==> config.mk <==
export PLATFORM = sky130hd
export DESIGN_NAME = slave_reg_ctrl
export DESIGN_NICKNAME = d
export VERILOG_FILES = /design/src/rtl/slave_reg_ctrl_pkg.sv /design/src/rtl/slave_reg_ctrl_edge_det.sv /design/src/rtl/slave_reg_ctrl.sv
export SDC_FILE = /design/constraint.sdc
export NUM_CORES = 1
export LEC_CHECK = 0
export CAP_MARGIN = 0
export CORE_UTILIZATION = 60
export DETAILED_ROUTE_END_ITERATION = 8
export PLACE_DENSITY = 0.85
export SYNTH_ARGS = -nofsm -noshare
export SYNTH_HDL_FRONTEND = slang
export SYNTH_SLANG_ARGS = --single-unit
==> constraint.sdc <==
create_clock -name clk -period 4 [get_ports clk]
set_input_delay 0.6 -clock clk [delete_from_list [all_inputs] [get_ports clk]]
set_output_delay 0.6 -clock clk [all_outputs]
set_load 0.02 [all_outputs]
==> src/rtl/slave_reg_ctrl_pkg.sv <==
// Shared definitions for the I2C slave register block.
// Holds the FSM state encoding, register-file geometry (count, pointer
// width, data width) and the bit positions inside the sticky err vector.
package slave_reg_ctrl_pkg;

  localparam int DATA_W    = 8;
  localparam int NUM_REGS  = 8;
  localparam int PTR_W     = 3;
  localparam int ERR_W     = 2;
  localparam int ERR_RANGE = 0;  // pointer byte had bits above the index range
  localparam int ERR_RO    = 1;  // master tried to write the read-only chip ID

  typedef logic [PTR_W-1:0] ptr_t;

  typedef enum logic {
    ST_PTR  = 1'b0,  // next received byte is a register pointer
    ST_DATA = 1'b1   // next received byte is write data
  } state_t;

  // Pointer auto-increment; the natural 3-bit overflow gives the 7 -> 0 wrap.
  function automatic ptr_t ptr_inc(input ptr_t p);
    return p + ptr_t'(1);
  endfunction

endpackage

==> src/rtl/slave_reg_ctrl_edge_det.sv <==
// Rising-edge detector for the level handshakes coming from the I2C byte
// engine. The previous level is registered every cycle.
//   clk, reset : clock and synchronous active-high reset
//   level      : level input from the byte engine
//   evt        : one-cycle pulse when level goes 0 -> 1
module i2c_edge_det (
  input  logic clk,
  input  logic reset,
  input  logic level,
  output logic evt
);

  logic last;

  always_ff @(posedge clk) begin
    if (reset) last <= 1'b0;
    else       last <= level;
  end

  assign evt = level & ~last;

endmodule

==> src/rtl/slave_reg_ctrl.sv <==
// Register-file front end for an I2C slave byte engine.
// The master writes a pointer byte followed by data bytes (auto-increment);
// master reads stream reg[pointer] out through datasend. A local host port
// gives a parallel read/write path to the same registers. reg0 is a
// read-only chip ID.
//   clk, reset              : clock, synchronous active-high reset
//   received, datareceive   : byte-received level and byte from the engine
//   sended                  : byte-sent level from the engine
//   stop                    : STOP / repeated START pulse
//   datasend                : byte for the next master read
//   address                 : slave address for the engine
//   host_we/addr/wdata      : local write port
//   host_rdata              : registered local read data
//   wr_strobe, wr_index     : pulse and index for each accepted I2C write
//   err                     : sticky error flags (range, read-only write)
module slave_reg_ctrl
  import slave_reg_ctrl_pkg::*;
#(
  parameter logic [6:0] SLAVE_ADDRESS = 7'h3C,
  parameter logic [7:0] CHIP_ID       = 8'hA5
) (
  input  logic              clk,
  input  logic              reset,
  input  logic              received,
  input  logic [DATA_W-1:0] datareceive,
  input  logic              sended,
  input  logic              stop,
  output logic [DATA_W-1:0] datasend,
  output logic [6:0]        address,
  input  logic              host_we,
  input  logic [PTR_W-1:0]  host_addr,
  input  logic [DATA_W-1:0] host_wdata,
  output logic [DATA_W-1:0] host_rdata,
  output logic              wr_strobe,
  output logic [PTR_W-1:0]  wr_index,
  output logic [ERR_W-1:0]  err
);

  state_t            state, state_n;
  ptr_t              ptr, ptr_n;
  logic              rx_evt, tx_evt;
  logic              i2c_we;
  logic [ERR_W-1:0]  err_set;
  logic [DATA_W-1:0] regs [1:NUM_REGS-1];
  logic [DATA_W-1:0] rd_ptr, rd_host;

  assign address = SLAVE_ADDRESS;

  i2c_edge_det u_rx_edge (
    .clk   (clk),
    .reset (reset),
    .level (received),
    .evt   (rx_evt)
  );

  i2c_edge_det u_tx_edge (
    .clk   (clk),
    .reset (reset),
    .level (sended),
    .evt   (tx_evt)
  );

  // Priority: stop > rx_evt > tx_evt. stop discards a same-cycle byte and
  // keeps the pointer; a byte received together with a send edge wins.
  always_comb begin
    state_n = state;
    ptr_n   = ptr;
    i2c_we  = 1'b0;
    err_set = '0;
    if (stop) begin
      state_n = ST_PTR;
    end else if (rx_evt) begin
      case (state)
        ST_PTR: begin
          ptr_n = datareceive[PTR_W-1:0];
          if (|datareceive[DATA_W-1:PTR_W]) err_set[ERR_RANGE] = 1'b1;
          state_n = ST_DATA;
        end
        ST_DATA: begin
          // The chip ID is never overwritten, but the pointer still advances
          // so a burst keeps its alignment with the master's view.
          if (ptr == '0) err_set[ERR_RO] = 1'b1;
          else           i2c_we = 1'b1;
          ptr_n = ptr_inc(ptr);
        end
        default: state_n = ST_PTR;
      endcase
    end else if (tx_evt) begin
      ptr_n = ptr_inc(ptr);
    end
  end

  // Read muxes for the I2C pointer and the host index; index 0 is the ID.
  always_comb begin
    rd_ptr  = CHIP_ID;
    rd_host = CHIP_ID;
    for (int i = 1; i < NUM_REGS; i++) begin
      if (ptr == ptr_t'(i))       rd_ptr  = regs[i];
      if (host_addr == ptr_t'(i)) rd_host = regs[i];
    end
  end

  always_ff @(posedge clk) begin
    if (reset) begin
      state      <= ST_PTR;
      ptr        <= '0;
      datasend   <= '0;
      host_rdata <= '0;
      wr_strobe  <= 1'b0;
      wr_index   <= '0;
      err        <= '0;
    end else begin
      state      <= state_n;
      ptr        <= ptr_n;
      datasend   <= rd_ptr;
      host_rdata <= rd_host;
      wr_strobe  <= i2c_we;
      if (i2c_we) wr_index <= ptr;
      err        <= err | err_set;
    end
  end

  // Register file: the I2C write is checked first so it wins a collision
  // with a host write to the same index.
  always_ff @(posedge clk) begin
    for (int i = 1; i < NUM_REGS; i++) begin
      if (reset)                                   regs[i] <= '0;
      else if (i2c_we && ptr == ptr_t'(i))         regs[i] <= datareceive;
      else if (host_we && host_addr == ptr_t'(i))  regs[i] <= host_wdata;
    end
  end

endmodule

==> out/metrics.json, run 1 <==
{
  "worst_setup_path": {
    "crit_path_start": "ptr[2]",
    "timing.critical_path.buf_inv": 1,
    "ff2ff_path_depth": 6,
    "worstSetupPathDepth": 6,
    "worst-path-max-fanout": 26,
    "critical_path.cell_chain": "inv_1, ha_1, or4b_1, o22ai_1, o21a_1, nor3_1",
    "cpMaxStageDelayCell": "sky130_fd_sc_hd__dfxtp_1",
    "required_ps": 4240,
    "ff2ff_setup_slack_ps": 1190,
    "critical_path.reg2reg.endpoint": "datasend[0]",
    "path_delay_family": "flip-flops",
    "max_stage_delay_ps": 1030
  },
  "logic_synthesis": {
    "ys_seq_elements": 84,
    "synthesis.yosys.warnings": 0,
    "asyncSetResetFlopFracSynth": 0,
    "syn-mean-instance-area_sq_um": 11.1,
    "largest_area_cell": "sky130_fd_sc_hd__edfxtp_1",
    "yosys-stat-cells": 430
  },
  "global_route": {
    "grt_pass1_vias": 3596,
    "met1_use_gr": 0.450,
    "grt.busiest_layer": "met2"
  },
  "finish": {
    "flow.area_growth_from_synthesis_pct": 12.0,
    "stdcell_area_sq_um": 5370,
    "layoutNonFillerInstCount": 558,
    "design.final.nets": 482,
    "n_antenna_cell": 0
  },
  "hold_path": {
    "holdCritPathClass": "reg2reg",
    "min_delay_path_depth": 2
  },
  "routing": {
    "route.detailed.drc": 0,
    "drt_pre_antenna_iters": 6,
    "wl_per_cell_um": 23.9,
    "route.antenna.remaining_nets": 0,
    "via_count": 3922
  },
  "pwr": {
    "vdd.ir_drop.worst_mv": 0.226,
    "pwr.group.combinational_mw": 0.343,
    "design_power_total_mw": 1.93,
    "powerDensity_nw_per_um2": 359
  },
  "die": {
    "die_x_um": 91.4,
    "fp_util": 0.620
  },
  "clock_network": {
    "h-tree-depth": 3,
    "postCtsSetupBuffers": 0,
    "cts_resized": 0,
    "path_clk_slew_ps": 90
  },
  "timing": {
    "final-hold-violation-count": 0,
    "worst_setup_slack_after_layout_ps": 1190
  },
  "placement": {
    "place_worst_setup_slack_ps": 1090,
    "place.port_buffers": 46
  },
  "outcome": {
    "status": "completed"
  }
}
-- run 1: synth_stat cells, types with 14 or more instances --
master	count
sky130_fd_sc_hd__edfxtp_1	56
sky130_fd_sc_hd__nor2_1	21
sky130_fd_sc_hd__nand2_1	14
sky130_fd_sc_hd__mux2i_1	23
sky130_fd_sc_hd__a32o_1	32
sky130_fd_sc_hd__inv_1	16
sky130_fd_sc_hd__dfxtp_1	28
sky130_fd_sc_hd__a21oi_1	18
sky130_fd_sc_hd__nor2b_1	14
sky130_fd_sc_hd__a22o_1	33
sky130_fd_sc_hd__buf_2	16
sky130_fd_sc_hd__o21ai_0	14
-- run 1: layout make-up --
| type | count | area (sq um) |
|---|---|---|
| Fill cell | 560 | 2360 |
| Multi-Input combinational cell | 289 | 2260 |
| Timing Repair Buffer | 51 | 493 |
| Sequential cell | 84 | 2240 |
| Tap cell | 102 | 128 |
| Inverter | 16 | 60.1 |
| Clock buffer | 9 | 124 |
| Clock inverter | 7 | 56.3 |
-- run 1: cell families (layout without fill, tap and decap cells) --
group | Yosys count | in the layout | synth area share
AND-OR/OR-AND | 160 | 160 | 0.274
AND/OR/NAND/NOR | 92 | 92 | 0.127
flip-flops | 84 | 84 | 0.468
buffers and inverters | 62 | 83 | 0.0640
multiplexers | 24 | 24 | 0.0504
adder cells (fa/ha/maj) | 6 | 6 | 0.0157
other | 2 | 7 | 0.00157
-- run 1: flip-flops by register name, indices dropped and copies added (netlist names), 2 cells and up --
name and flops:
wr_index 3, ptr 3, regs 56, err 2
datasend 8, host_rdata 8
-- run 1: worst min-delay path, delay by kind of cell (launching register included) --
kind / cells / cell delay (ps)
flip-flops: 1 / 340
AND/OR/NAND/NOR: 1 / 70
AND-OR/OR-AND: 1 / 40
Figure 1. Pin map (run 1).
(4 px per um) Pins as bars across the die edge, other pins in grey.
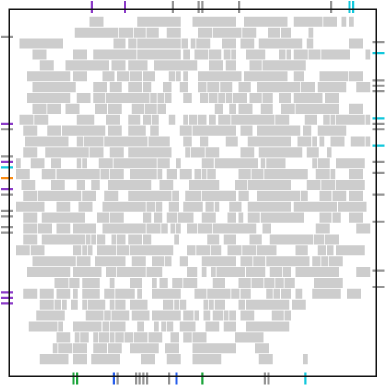
Key: `address` = cyan [pins 7, direction output, edge 3 east, 2 north, 1 south, 1 west]; `err` = blue [pins 2, direction output, edge south]; `reset` = orange [pins 1, direction input, edge west]; `wr_index` = green [pins 3, direction output, edge south]; `datareceive` = purple [pins 8, direction input, edge 6 west, 2 north]

Figure 2. Met4 routing (run 1).
(4 px per um)
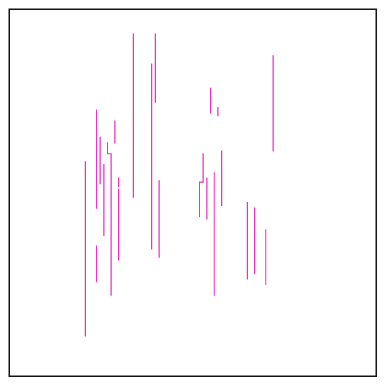
The longest straight run is 46.2 um. The layer carries 445 um of wire. The layer holds 3.3% of the routed length. The wires run mostly vertical. 19 nets have wire on it.

Figure 3. Clock routing (run 1).
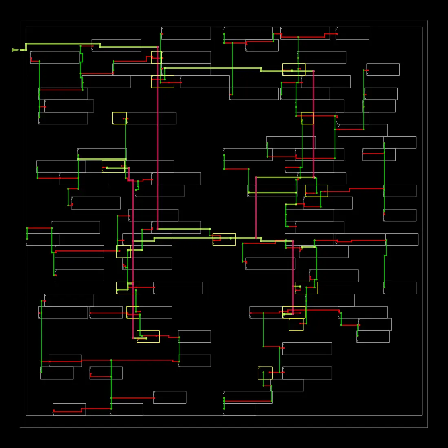
clock tree sinks: 84
Inserted Clock Buffers: 9
seq_cells: 84

==> run 1 -> run 2 <==
--- a/config.mk
+++ b/config.mk
@@ -6,9 +6,9 @@
 export NUM_CORES = 1
 export LEC_CHECK = 0
 export CAP_MARGIN = 0
-export CORE_UTILIZATION = 60
+export CORE_UTILIZATION = 57
 export DETAILED_ROUTE_END_ITERATION = 8
-export PLACE_DENSITY = 0.85
+export PLACE_DENSITY = 0.82
 export SYNTH_ARGS = -nofsm -noshare
 export SYNTH_HDL_FRONTEND = slang
 export SYNTH_SLANG_ARGS = --single-unit
==> constraint.sdc (replaced) <==
create_clock -name clk -period 2.61 [get_ports clk]
set_input_delay 0.3915 -clock clk [delete_from_list [all_inputs] [get_ports clk]]
set_output_delay 0.3915 -clock clk [all_outputs]
set_load 0.02 [all_outputs]
Figure 4. Clock routing (run 2).
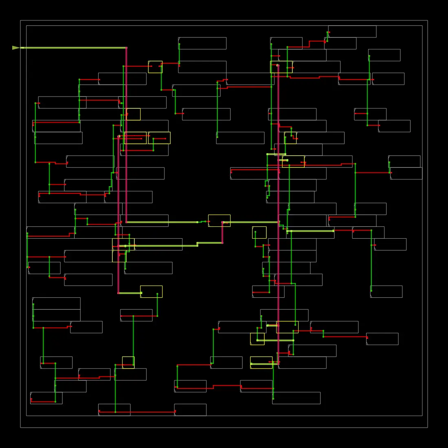
total clock network power: 0.900 mW
Clk Latency, worst-skew pair: 380 ps
final setup skew: 14.0 ps
clock buffer count in the final layout: 9

Figure 5. Pin map (run 2).
(4 px per um) Pins as bars across the die edge, other pins in grey.
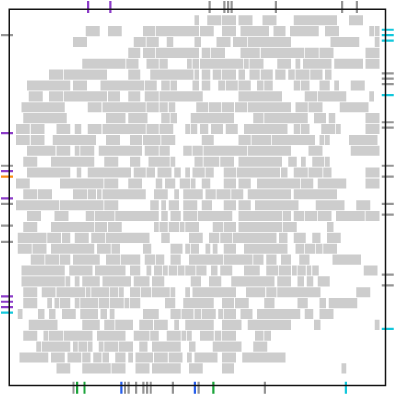
Key: `reset` = orange [pins 1, direction input, edge west]; `err` = blue [pins 2, direction output, edge south]; `wr_index` = green [pins 3, direction output, edge south]; `datareceive` = purple [pins 8, direction input, edge 6 west, 2 north]; `address` = cyan [pins 7, direction output, edge 5 east, 1 south, 1 west]
All pins by edge: 16 east, 16 south, 13 west, 9 north.

==> out/metrics.json, run 2 <==
{
  "die": {
    "placeableCoreArea_sq_um": 8180,
    "fp_util": {"value": 0.586, "change": "-0.0340"},
    "die_x": {"value": 93.7, "unit": "um", "change": "+2.5%"}
  },
  "global_route": {
    "first_pass_grt_wire_length_um": 20600,
    "grt_pass1_vias": {"value": 3798, "change": "+5.6%"},
    "globalRouteOverflowTotal": 0
  },
  "logic_synthesis": {
    "netlist_top_cells_count": "sky130_fd_sc_hd__edfxtp_1 (56), sky130_fd_sc_hd__a22o_1 (33), sky130_fd_sc_hd__a32o_1 (32)",
    "ys_seq_elements": {"value": 84, "change": "unchanged"},
    "most_common_cell": "sky130_fd_sc_hd__edfxtp_1",
    "asyncSetResetFlopFracSynth": {"value": 0, "change": "unchanged"},
    "largest_area_cell": "sky130_fd_sc_hd__edfxtp_1",
    "syn-mean-instance-area": {"value": 11.1, "unit": "sq um", "change": "unchanged"},
    "synthesis.yosys.warnings": {"value": 0, "change": "unchanged"},
    "yosys-stat-cells": {"value": 430, "change": "unchanged"}
  },
  "finish": {
    "layout.core_utilization": 0.673,
    "flow.area_growth_from_synthesis_pct": 14.9,
    "layoutNonFillerInstCount": {"value": 576, "change": "+3.2%"},
    "stdcell_area": {"value": 5500, "unit": "sq um", "change": "+2.5%"},
    "top_regs": "regs x56, datasend x8, host_rdata x8",
    "n_antenna_cell": {"value": 0, "change": "unchanged"},
    "top_register": "regs",
    "layout_top_cells": "sky130_fd_sc_hd__edfxtp_1 (56), sky130_fd_sc_hd__clkdlybuf4s50_1 (46), sky130_fd_sc_hd__a22o_1 (33), sky130_fd_sc_hd__a32o_1 (32), sky130_fd_sc_hd__dfxtp_1 (28)",
    "largest_register_ff_count": {"value": 56, "change": "unchanged"},
    "design.final.nets": {"value": 497, "change": "+3.1%"}
  },
  "clock_network": {
    "cts_resized": {"value": 0, "change": "unchanged"},
    "postCtsSetupBuffers": {"value": 0, "change": "unchanged"},
    "path_clk_slew": {"value": 90, "unit": "ps", "change": "about the same"},
    "clock_sink_count": {"value": 84, "change": "unchanged"},
    "numCtsBuffers": {"value": 9, "change": "unchanged"},
    "cts_hold_buffers": 0
  },
  "routing": {
    "route.antenna.remaining_nets": {"value": 0, "change": "unchanged"},
    "route.detailed.drc": {"value": 0, "change": "unchanged"},
    "via_count": {"value": 4004, "change": "+2.1%"},
    "wl_per_cell": {"value": 23.3, "unit": "um", "change": "-2.7%"},
    "drt_pre_antenna_iters": {"value": 7, "change": "+1"}
  },
  "pwr": {
    "powerDensity": {"value": 543, "unit": "nW/um^2", "change": "+51%"},
    "pwr.group.combinational": {"value": 0.553, "unit": "mW", "change": "+61%"},
    "design_power_total": {"value": 2.99, "unit": "mW", "change": "+55%"},
    "leakage_nw": 2.03,
    "vdd.ir_drop.worst": {"value": 0.316, "unit": "mV", "change": "+40%"},
    "internal_power_of_the_cells_mw": 2.07
  },
  "worst_setup_path": {
    "worst-path-max-fanout": {"value": 16, "change": "-38%"},
    "critical_path.reg2reg.endpoint": "regs[0][51]",
    "ff2ff_setup_slack": {"value": 260, "unit": "ps", "change": "-930 ps"},
    "required": {"value": 2640, "unit": "ps", "change": "-1600 ps"},
    "ff2ff_path_depth": {"value": 5, "change": "-1"}
  },
  "timing": {
    "final-hold-violation-count": {"value": 0, "change": "unchanged"},
    "worst_setup_slack_after_layout": {"value": 257, "unit": "ps", "change": "-933 ps"}
  },
  "placement": {
    "place.port_buffers": {"value": 46, "change": "unchanged"},
    "place_worst_setup_slack": {"value": 187, "unit": "ps", "change": "-900 ps"}
  },
  "hold_path": {
    "holdCritPathClass": "reg2reg",
    "min_delay_path_depth": {"value": 2, "change": "unchanged"}
  },
  "outcome": {
    "status": "completed"
  }
}
[run 2: cell count changes in the layout (fill, tap and decap cells not counted), sizes merged]
cell,delta
buf,+14
clkdlybuf4s50,+1
inv,-1
clkinv,+1
[run 2: worst max path at each step]
stage                     slack (ps)           to    from  cells after the start
after floorplan                  550  datasend[7]  ptr[2]                      9
after global placement           250  regs[0][51]    stop                      5
after detailed placement         190  regs[0][62]    stop                      5
after CTS                        250  regs[0][53]  ptr[0]                      5
after global routing             130  regs[0][50]  ptr[0]                      5
final                            260  regs[0][51]  ptr[0]                      5
[run 2: final cells by class]
class	instances	area [sq um]
Fill cell	630	2670
Multi-Input combinational cell	289	2260
Sequential cell	84	2240
Timing Repair Buffer	66	623
Tap cell	105	131
Clock buffer	9	124
Inverter	16	60.1
Clock inverter	7	58.8
[run 2: routing by layer]
layer	global-route usage	up-vias	part of all wire
met5	0	-	0
met4	0.150	0	0.034
met3	0.0477	40	0.093
met2	0.516	292	0.47
met1	0.427	1925	0.40
li1	-	1747	-
[run 2: logic make-up after synthesis]
kind of cell               Yosys count  share of synthesized area
DFF                                 84                      0.468
adders and majority gates            6                     0.0157
and+or+nand+nor                     92                      0.127
AOI/OAI and AO/OA                  160                      0.274
muxes                               24                     0.0504
other                                2                    0.00157
buffers and inverters               62                     0.0640
[run 2: worst max-delay path, cell delays in order, from the launching register on]
cell and delay (ps):
sky130_fd_sc_hd__dfxtp_1 380, sky130_fd_sc_hd__inv_1 110, sky130_fd_sc_hd__ha_1 570, sky130_fd_sc_hd__nand2_2 280, sky130_fd_sc_hd__nor2_2 220, sky130_fd_sc_hd__a311o_1 440
==> run 2 -> run 3 <==
--- a/config.mk
+++ b/config.mk
@@ -5,6 +5,7 @@
 export SDC_FILE = /design/constraint.sdc
 export NUM_CORES = 1
 export LEC_CHECK = 0
+export ABC_CLOCK_PERIOD_IN_PS = 2610
 export CAP_MARGIN = 0
 export CORE_UTILIZATION = 57
 export DETAILED_ROUTE_END_ITERATION = 8
Figure 6. Pin map (run 3).
(4 px per um) Pins as bars across the die edge, other pins in grey.
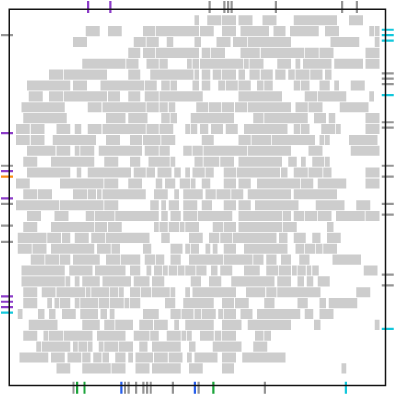
Key: `reset` = orange [pins 1, direction input, edge west]; `datareceive` = purple [pins 8, direction input, edge 6 west, 2 north]; `err` = blue [pins 2, direction output, edge south]; `wr_index` = green [pins 3, direction output, edge south]; `address` = cyan [pins 7, direction output, edge 5 east, 1 south, 1 west]
All pins by edge: 16 east, 16 south, 13 west, 9 north.

Figure 7. Clock routing (run 3).
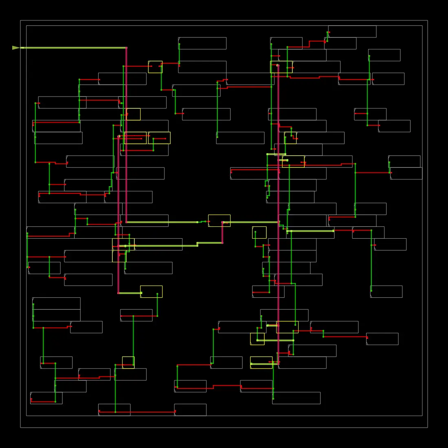

==> out/metrics.json, run 3 <==
{
  "outcome": {
    "status": "completed"
  },
  "global_route": {
    "globalRouteOverflowTotal": {"value": 0, "change": "unchanged"},
    "grt_pass1_vias": {"value": 3798, "change": "unchanged"},
    "first_pass_grt_wire_length": {"value": 20600, "unit": "um", "change": "unchanged"}
  },
  "finish": {
    "layout.area.seq": {"value": 2240, "unit": "sq um", "change": "unchanged"},
    "largest_register_ff_count": {"value": 56, "change": "unchanged"},
    "num-nonclk-buffers": {"value": 66, "change": "unchanged"},
    "area.combinational": {"value": 2260, "unit": "sq um", "change": "unchanged"},
    "layout.core_utilization": {"value": 0.673, "change": "unchanged"},
    "signal_buffer_area_fraction": {"value": 0.113, "change": "unchanged"},
    "n_antenna_cell": {"value": 0, "change": "unchanged"},
    "sh_comb_area": {"value": 0.411, "change": "unchanged"},
    "top_regs": "regs x56, datasend x8, host_rdata x8",
    "n_all_inverters": {"value": 16, "change": "unchanged"},
    "layout.comb_gates.multi_input": {"value": 289, "change": "unchanged"},
    "flop-count": {"value": 84, "change": "unchanged"},
    "n_fill_cell": {"value": 630, "change": "unchanged"},
    "layout_top_cells": "sky130_fd_sc_hd__edfxtp_1 (56), sky130_fd_sc_hd__clkdlybuf4s50_1 (46), sky130_fd_sc_hd__a22o_1 (33), sky130_fd_sc_hd__a32o_1 (32), sky130_fd_sc_hd__dfxtp_1 (28)",
    "layout.area.top_class": "combinational gates",
    "top_register": "regs"
  },
  "routing": {
    "drt_pre_antenna_iters": {"value": 7, "change": "unchanged"},
    "route.antenna.remaining_nets": {"value": 0, "change": "unchanged"},
    "via_count": {"value": 4004, "change": "unchanged"},
    "wl_per_cell": {"value": 23.3, "unit": "um", "change": "unchanged"}
  },
  "clock_network": {
    "clock_sink_count": {"value": 84, "change": "unchanged"},
    "numCtsBuffers": {"value": 9, "change": "unchanged"},
    "path_clk_slew": {"value": 90, "unit": "ps", "change": "about the same"},
    "cts_hold_buffers": {"value": 0, "change": "unchanged"},
    "cts_resized": {"value": 0, "change": "unchanged"}
  },
  "worst_setup_path": {
    "ff2ff_setup_slack": {"value": 260, "unit": "ps", "change": "about the same"},
    "cpMaxStageDelayCell": "sky130_fd_sc_hd__ha_1",
    "critical_path.reg2reg.endpoint": "regs[0][51]",
    "max_stage_delay": {"value": 570, "unit": "ps", "change": "about the same"},
    "critical_path.cell_chain": "inv_1, ha_1, nand2_2, nor2_2, a311o_1",
    "required": {"value": 2640, "unit": "ps", "change": "about the same"}
  },
  "logic_synthesis": {
    "largest_area_cell": "sky130_fd_sc_hd__edfxtp_1",
    "ys_seq_elements": {"value": 84, "change": "unchanged"},
    "syn-mean-instance-area": {"value": 11.1, "unit": "sq um", "change": "unchanged"},
    "most_common_cell": "sky130_fd_sc_hd__edfxtp_1",
    "synthesis.yosys.warnings": {"value": 0, "change": "unchanged"},
    "asyncSetResetFlopFracSynth": {"value": 0, "change": "unchanged"},
    "netlist_top_cells_count": "sky130_fd_sc_hd__edfxtp_1 (56), sky130_fd_sc_hd__a22o_1 (33), sky130_fd_sc_hd__a32o_1 (32)"
  },
  "die": {
    "fp_util": {"value": 0.586, "change": "unchanged"},
    "die_x": {"value": 93.7, "unit": "um", "change": "unchanged"},
    "num_tap_cells": {"value": 105, "change": "unchanged"}
  },
  "pwr": {
    "powerDensity": {"value": 543, "unit": "nW/um^2", "change": "unchanged"}
  },
  "hold_path": {
    "holdCritPathClass": "reg2reg",
    "min_delay_path_depth": {"value": 2, "change": "unchanged"}
  },
  "timing": {
    "skew": {"value": 14.0, "unit": "ps", "change": "unchanged"}
  },
  "placement": {
    "place.port_buffers": {"value": 46, "change": "unchanged"}
  }
}
[run 3: cell counts after synthesis]
No cell type changed its count.
[run 3: cells by family after synthesis]
kind of cell	share of synthesized area
AOI/OAI and AO/OA	0.274
adders and majority gates	0.0157
buffers and inverters	0.0640
DFF	0.468
muxes	0.0504
other	0.00157
and+or+nand+nor	0.127
[run 3: worst max-delay path by stage]
stage | startpoint | to | slack [ps] | cells past startpoint
after floorplan | ptr[2] | datasend[7] | 550 | 9
final | ptr[0] | regs[0][51] | 260 | 5
after detailed placement | stop | regs[0][62] | 190 | 5
after global routing | ptr[0] | regs[0][50] | 130 | 5
after CTS | ptr[0] | regs[0][53] | 250 | 5
after global placement | stop | regs[0][51] | 250 | 5
[run 3: metrics by stage]
step / hold slack, ps / power, mW / worst slack (ps) / instances
after global routing: 509 / 3.06 / 127 / 576
after global placement: 452 / 2.09 / 252 / 560
after CTS: 484 / 2.96 / 253 / 576
after detailed placement: 462 / 2.10 / 187 / 560
after floorplan: 450 / 1.89 / 555 / 435
final: 487 / 2.99 / 257 / 576
[run 3: report_power, final]
| part | total, mW | leakage (nW) | internal (mW) | switching, mW |
|---|---|---|---|---|
| Combinational | 0.553 | 1.12 | 0.222 | 0.331 |
| Sequential | 1.53 | 0.816 | 1.49 | 0.0409 |
| Clock | 0.900 | 0.0868 | 0.359 | 0.541 |
[run 3: layer usage]
metal,part of all wire,GRT usage,vias to the layer above
met3,0.093,0.0477,40
met4,0.034,0.150,0
met2,0.47,0.516,292
li1,-,-,1747
met5,0,0,-
met1,0.40,0.427,1925
[run 3: worst max-delay path, delay by kind of cell (launching register included)]
family / cells / cell delay [ps]
buf+inv: 1 / 110
simple gates: 2 / 500
compound gates: 1 / 440
fa+ha+maj: 1 / 570
flops: 1 / 380
Power and IR drop assume default switching activity.
